**src/rtl/keystroke_buffer_if.sv**
```systemverilog
// Byte-stream and letter-FIFO signal bundle for keystroke_buffer.
// slave is the buffer's view; master is the view of whatever drives it.
interface keystroke_buffer_if #(
    parameter int ADDR_W = 2
) ();
    logic [7:0]      scan_code;
    logic            scan_ready;
    logic            read;
    logic            letter_valid;
    logic [4:0]      letter_code;
    logic [25:0]     letter_onehot;
    logic            letter_accept;
    logic [ADDR_W:0] fifo_count;
    logic            overflow;

    modport master (
        output scan_code, scan_ready, letter_accept,
        input  read, letter_valid, letter_code, letter_onehot, fifo_count, overflow
    );

    modport slave (
        input  scan_code, scan_ready, letter_accept,
        output read, letter_valid, letter_code, letter_onehot, fifo_count, overflow
    );
endinterface

```
**src/rtl/keystroke_buffer.sv**
```systemverilog
// PS/2 Set-2 byte parser with typematic suppression feeding a small letter FIFO.
// Each accepted letter leaves through a valid/accept handshake, head-first.
module keystroke_buffer #(
    parameter int DEPTH        = 4,
    parameter int ADDR_W       = 2,
    parameter bit SUPPRESS_REP = 1'b1
) (
    input logic               clock,
    input logic               reset,
    keystroke_buffer_if.slave bus
);
    localparam logic [1:0] ST_IDLE      = 2'd0;
    localparam logic [1:0] ST_BREAK     = 2'd1;
    localparam logic [1:0] ST_EXT       = 2'd2;
    localparam logic [1:0] ST_EXT_BREAK = 2'd3;

    localparam logic [7:0] CODE_BREAK = 8'hF0;
    localparam logic [7:0] CODE_EXT   = 8'hE0;

    localparam logic [ADDR_W:0]   FULL_COUNT = (ADDR_W + 1)'(DEPTH);
    localparam logic [ADDR_W:0]   CNT_ONE    = (ADDR_W + 1)'(1);
    localparam logic [ADDR_W-1:0] PTR_ONE    = ADDR_W'(1);

    // Returns {is_letter, letter index 0=A..25=Z}.
    function automatic logic [5:0] decode(input logic [7:0] code);
        case (code)
            8'h1C: decode = {1'b1, 5'd0};
            8'h32: decode = {1'b1, 5'd1};
            8'h21: decode = {1'b1, 5'd2};
            8'h23: decode = {1'b1, 5'd3};
            8'h24: decode = {1'b1, 5'd4};
            8'h2B: decode = {1'b1, 5'd5};
            8'h34: decode = {1'b1, 5'd6};
            8'h33: decode = {1'b1, 5'd7};
            8'h43: decode = {1'b1, 5'd8};
            8'h3B: decode = {1'b1, 5'd9};
            8'h42: decode = {1'b1, 5'd10};
            8'h4B: decode = {1'b1, 5'd11};
            8'h3A: decode = {1'b1, 5'd12};
            8'h31: decode = {1'b1, 5'd13};
            8'h44: decode = {1'b1, 5'd14};
            8'h4D: decode = {1'b1, 5'd15};
            8'h15: decode = {1'b1, 5'd16};
            8'h2D: decode = {1'b1, 5'd17};
            8'h1B: decode = {1'b1, 5'd18};
            8'h2C: decode = {1'b1, 5'd19};
            8'h3C: decode = {1'b1, 5'd20};
            8'h2A: decode = {1'b1, 5'd21};
            8'h1D: decode = {1'b1, 5'd22};
            8'h22: decode = {1'b1, 5'd23};
            8'h35: decode = {1'b1, 5'd24};
            8'h1A: decode = {1'b1, 5'd25};
            default: decode = 6'd0;
        endcase
    endfunction

    logic              sr_q;
    logic              read_q;
    logic [1:0]        state;
    logic [7:0]        held_code;
    logic              held_valid;
    logic [4:0]        mem [DEPTH];
    logic [ADDR_W-1:0] wr_ptr;
    logic [ADDR_W-1:0] rd_ptr;
    logic [ADDR_W:0]   count;
    logic              overflow_q;

    logic       is_letter;
    logic [4:0] letter_idx;
    logic       ev;
    logic       repeat_hit;
    logic       push_req;
    logic       push_ok;
    logic       pop;
    logic       valid;
    logic       full;

    assign {is_letter, letter_idx} = decode(bus.scan_code);

    assign ev         = bus.scan_ready & ~sr_q;
    assign repeat_hit = SUPPRESS_REP & held_valid & (bus.scan_code == held_code);
    assign push_req   = ev & (state == ST_IDLE) & is_letter & ~repeat_hit;
    assign valid      = (count != '0);
    assign full       = (count == FULL_COUNT);
    assign pop        = valid & bus.letter_accept;
    // A pop in the same cycle frees the slot the push needs.
    assign push_ok    = push_req & (~full | pop);

    always_ff @(posedge clock) begin
        // NOTE: sr_q follows scan_ready even during reset, so a byte still pending at reset exit is not taken as new.
        sr_q <= bus.scan_ready;
        if (reset) begin
            read_q     <= 1'b0;
            state      <= ST_IDLE;
            held_code  <= 8'h00;
            held_valid <= 1'b0;
            wr_ptr     <= '0;
            rd_ptr     <= '0;
            count      <= '0;
            overflow_q <= 1'b0;
        end else begin
            read_q <= ev;

            if (ev) begin
                case (state)
                    ST_IDLE: begin
                        if (bus.scan_code == CODE_BREAK)
                            state <= ST_BREAK;
                        else if (bus.scan_code == CODE_EXT)
                            state <= ST_EXT;
                    end
                    ST_BREAK: begin
                        state <= ST_IDLE;
                        if (bus.scan_code == held_code)
                            held_valid <= 1'b0;
                    end
                    ST_EXT:
                        state <= (bus.scan_code == CODE_BREAK) ? ST_EXT_BREAK : ST_IDLE;
                    default:
                        state <= ST_IDLE;
                endcase
            end

            // The held key tracks every pushed letter, including one dropped on overflow.
            if (push_req) begin
                held_code  <= bus.scan_code;
                held_valid <= 1'b1;
            end

            if (push_req & ~push_ok)
                overflow_q <= 1'b1;

            if (push_ok)
                wr_ptr <= wr_ptr + PTR_ONE;
            if (pop)
                rd_ptr <= rd_ptr + PTR_ONE;

            case ({push_ok, pop})
                2'b10:   count <= count + CNT_ONE;
                2'b01:   count <= count - CNT_ONE;
                default: ;
            endcase
        end
    end

    always_ff @(posedge clock) begin
        // NOTE: storage is not reset; only the pointers and count define which entries are live.
        if (!reset && push_ok)
            mem[wr_ptr] <= letter_idx;
    end

    assign bus.read          = read_q;
    assign bus.letter_valid  = valid;
    assign bus.letter_code   = valid ? mem[rd_ptr] : 5'd0;
    assign bus.letter_onehot = valid ? (26'(1) << bus.letter_code) : 26'd0;
    assign bus.fifo_count    = count;
    assign bus.overflow      = overflow_q;
endmodule

```
**src/flat_wrapper.sv**
```systemverilog
// flat-port wrapper written by rule: the top's interface ports become plain ports
module keystroke_buffer_flat 
#(
    parameter int DEPTH        = 4,
    parameter int ADDR_W       = 2,
    parameter bit SUPPRESS_REP = 1'b1
)
  (clock, reset, bus_scan_code, bus_scan_ready, bus_letter_accept, bus_read, bus_letter_valid, bus_letter_code, bus_letter_onehot, bus_fifo_count, bus_overflow);
  keystroke_buffer_if #(.ADDR_W(ADDR_W)) bus_i ();
  input logic clock;
  input logic reset;
  input wire logic [$bits(bus_i.scan_code)-1:0] bus_scan_code;
  input wire logic [$bits(bus_i.scan_ready)-1:0] bus_scan_ready;
  input wire logic [$bits(bus_i.letter_accept)-1:0] bus_letter_accept;
  output wire logic [$bits(bus_i.read)-1:0] bus_read;
  output wire logic [$bits(bus_i.letter_valid)-1:0] bus_letter_valid;
  output wire logic [$bits(bus_i.letter_code)-1:0] bus_letter_code;
  output wire logic [$bits(bus_i.letter_onehot)-1:0] bus_letter_onehot;
  output wire logic [$bits(bus_i.fifo_count)-1:0] bus_fifo_count;
  output wire logic [$bits(bus_i.overflow)-1:0] bus_overflow;
  assign bus_i.scan_code = bus_scan_code;
  assign bus_i.scan_ready = bus_scan_ready;
  assign bus_i.letter_accept = bus_letter_accept;
  assign bus_read = bus_i.read;
  assign bus_letter_valid = bus_i.letter_valid;
  assign bus_letter_code = bus_i.letter_code;
  assign bus_letter_onehot = bus_i.letter_onehot;
  assign bus_fifo_count = bus_i.fifo_count;
  assign bus_overflow = bus_i.overflow;
  keystroke_buffer #(.DEPTH(DEPTH), .ADDR_W(ADDR_W), .SUPPRESS_REP(SUPPRESS_REP)) u_core (.clock(clock), .reset(reset), .bus(bus_i));
endmodule
```
**config.mk**
```make
export PLATFORM = sky130hd
export DESIGN_NAME = keystroke_buffer_flat
export DESIGN_NICKNAME = d
export VERILOG_FILES = /design/src/rtl/keystroke_buffer_if.sv /design/src/rtl/keystroke_buffer.sv /design/src/flat_wrapper.sv
export SDC_FILE = /design/constraint.sdc
export NUM_CORES = 1
export LEC_CHECK = 0
export ABC_AREA = 1
export CAP_MARGIN = 20
export CORE_MARGIN = 2
export CORE_UTILIZATION = 35
export CTS_CLUSTER_SIZE = 28
export DETAILED_ROUTE_END_ITERATION = 16
export DONT_BUFFER_PORTS = 1
export HOLD_SLACK_MARGIN = 0.08
export SYNTH_ARGS = -nofsm -noshare
export SYNTH_HDL_FRONTEND = slang
export SYNTH_SLANG_ARGS = --single-unit
```
**constraint.sdc**
```tcl
create_clock -name clock -period 3.05 [get_ports clock]
set_input_delay 0.61 -clock clock [delete_from_list [all_inputs] [get_ports clock]]
set_output_delay 0.61 -clock clock [all_outputs]
set_load 0.05 [all_outputs]
```
==> images/placement.png <==
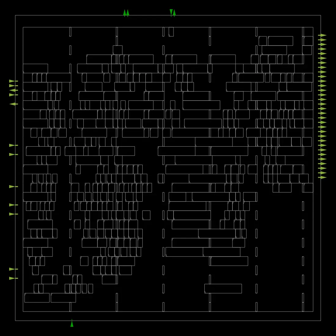
core region area: 7250 um2
row cnt: 31

==> images/layer_met2.png <==
Cells faint in the background.
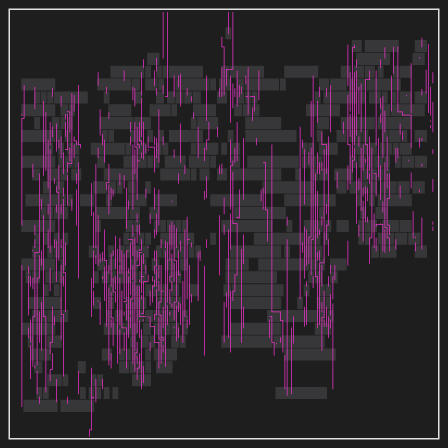
nets with wire on the layer: 323
wire length on this layer: 2,900 um

==> images/flops_by_reg.png <==
Other sequential cells in the stronger gray, the rest of the logic in the fainter gray.
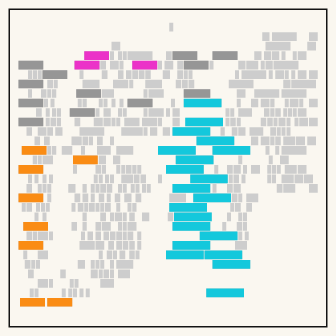
[u_core.held_code] orange | placed flops: 8
[u_core.bus.fifo_count] magenta | placed flops: 3
[u_core.mem] cyan | placed flops: 20
not colored: 12

==> images/layer_met1.png <==
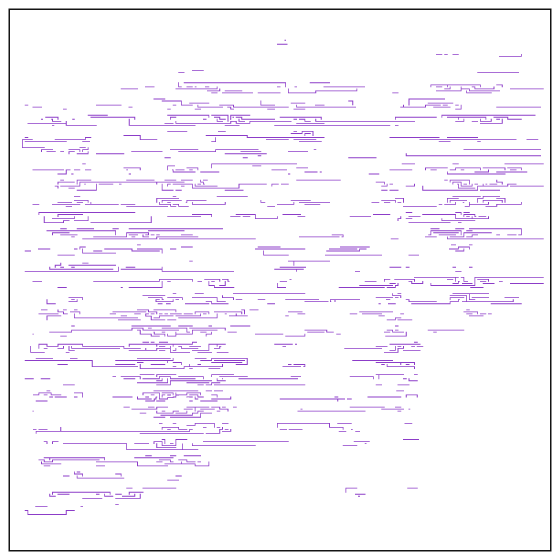
nets with wire on the layer: 380
wire length on this layer: 2,640 um

==> images/cell_density.png <==
9 x 9 tiles, from white (low) to dark blue (high), 0 to 100% covered.
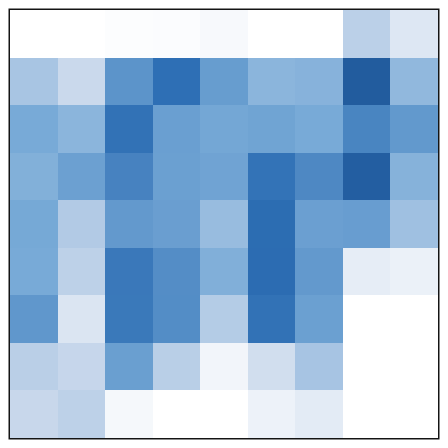
emptiest ninth of the die: bottom right
densest ninth of the die: middle
tiles over 75% full: 4.9%

==> impl_metrics.csv <==
group,metric,value,unit
layout,nonClkBufAreaFrac,0.114,
synth,synth_top_area_share,0.229,
synth,edf_count,20,
drt,met2_length,2.90,mm
clocking,clk_latency,300,ps
layout,stdcell_area,3230,um2
drt,vias,2369,
drt,wl_per_cell,11.9,um
layout,sh_comb_area,0.427,
critical_path,crit_path_max_incr_delay,420,ps
floorplan,ios,49,
clocking,cts-root-buf,"clkbuf_8",
critical_path,worst_setup_path_end_kind,"output pin",
timing,tightest_slew,577,ps
outcome,status,"completed",
layout,largestClassByArea,"multi-input combinational cells",
place,postPlaceCellArea,3130,um2
timing,rsz0062_at_grt,"no",
grt,grt_pass1_vias,2263,
synth,yosys.area_share.simple,0.323,
floorplan,die_w,90.6,um
power,combPwrFrac,0.238,
registers in the layout, summed over array words and instances, names as in the netlist, named ones only:
name / cells
u_core.mem: 20
u_core.rd_ptr: 2
u_core.bus.fifo_count: 3
u_core.state: 2
u_core.wr_ptr: 2
u_core.bus.read: 1
u_core.bus.overflow: 1
u_core.held_valid: 1
u_core.sr_q: 1
u_core.held_code: 8
stage by stage:
step                      worst slack (ps)  utilization  instances
after global placement                 391        0.432        491
final                                  309        0.445        499
after global routing                   162        0.445        499
after CTS                             60.5        0.444        499
after floorplan                       -140            -        366
after detailed placement               378        0.432        491
placed cells by master, fill, tap and decap left out, types with 2 or more instances in the layout:
cell type	instances
nand2_4	2
nand3_2	4
clkbuf_8	5
o22ai_1	2
o31ai_1	2
xnor2_1	5
nand2_1	70
nor2_1	53
nor2_4	2
o21ai_0	31
nor2_2	14
inv_2	5
nor3_1	6
nor3_2	5
edfxtp_1	20
o21ai_1	2
nand4_1	5
inv_1	47
ha_1	6
buf_4	25
nand3_1	18
nand2_2	5
dfxtp_1	22
buf_12	9
a21oi_1	21
worst paths after layout:
kind	start	depth (start not counted)	to	slack, ps
worst max-delay path	register	6	bus_letter_onehot[12]	310
worst min-delay path	bus_scan_ready	0	u_core.sr_q	340
worst max register to register	u_core.held_code[0]	14	u_core.bus.fifo_count[2]	820
worst min register to register	u_core.held_code[7]	2	u_core.held_code[7]	460
power by group through the flow:
stage | sequential, uW | clock [uW] | combinational [uW]
2_1_floorplan | 646 | 0 | 236
3_3_place_gp | 640 | 0 | 302
3_5_place_dp | 641 | 0 | 303
4_1_cts | 628 | 366 | 305
5_1_grt | 630 | 392 | 339
6_report | 628 | 356 | 307
Power is estimated from default activity; no workload was simulated.
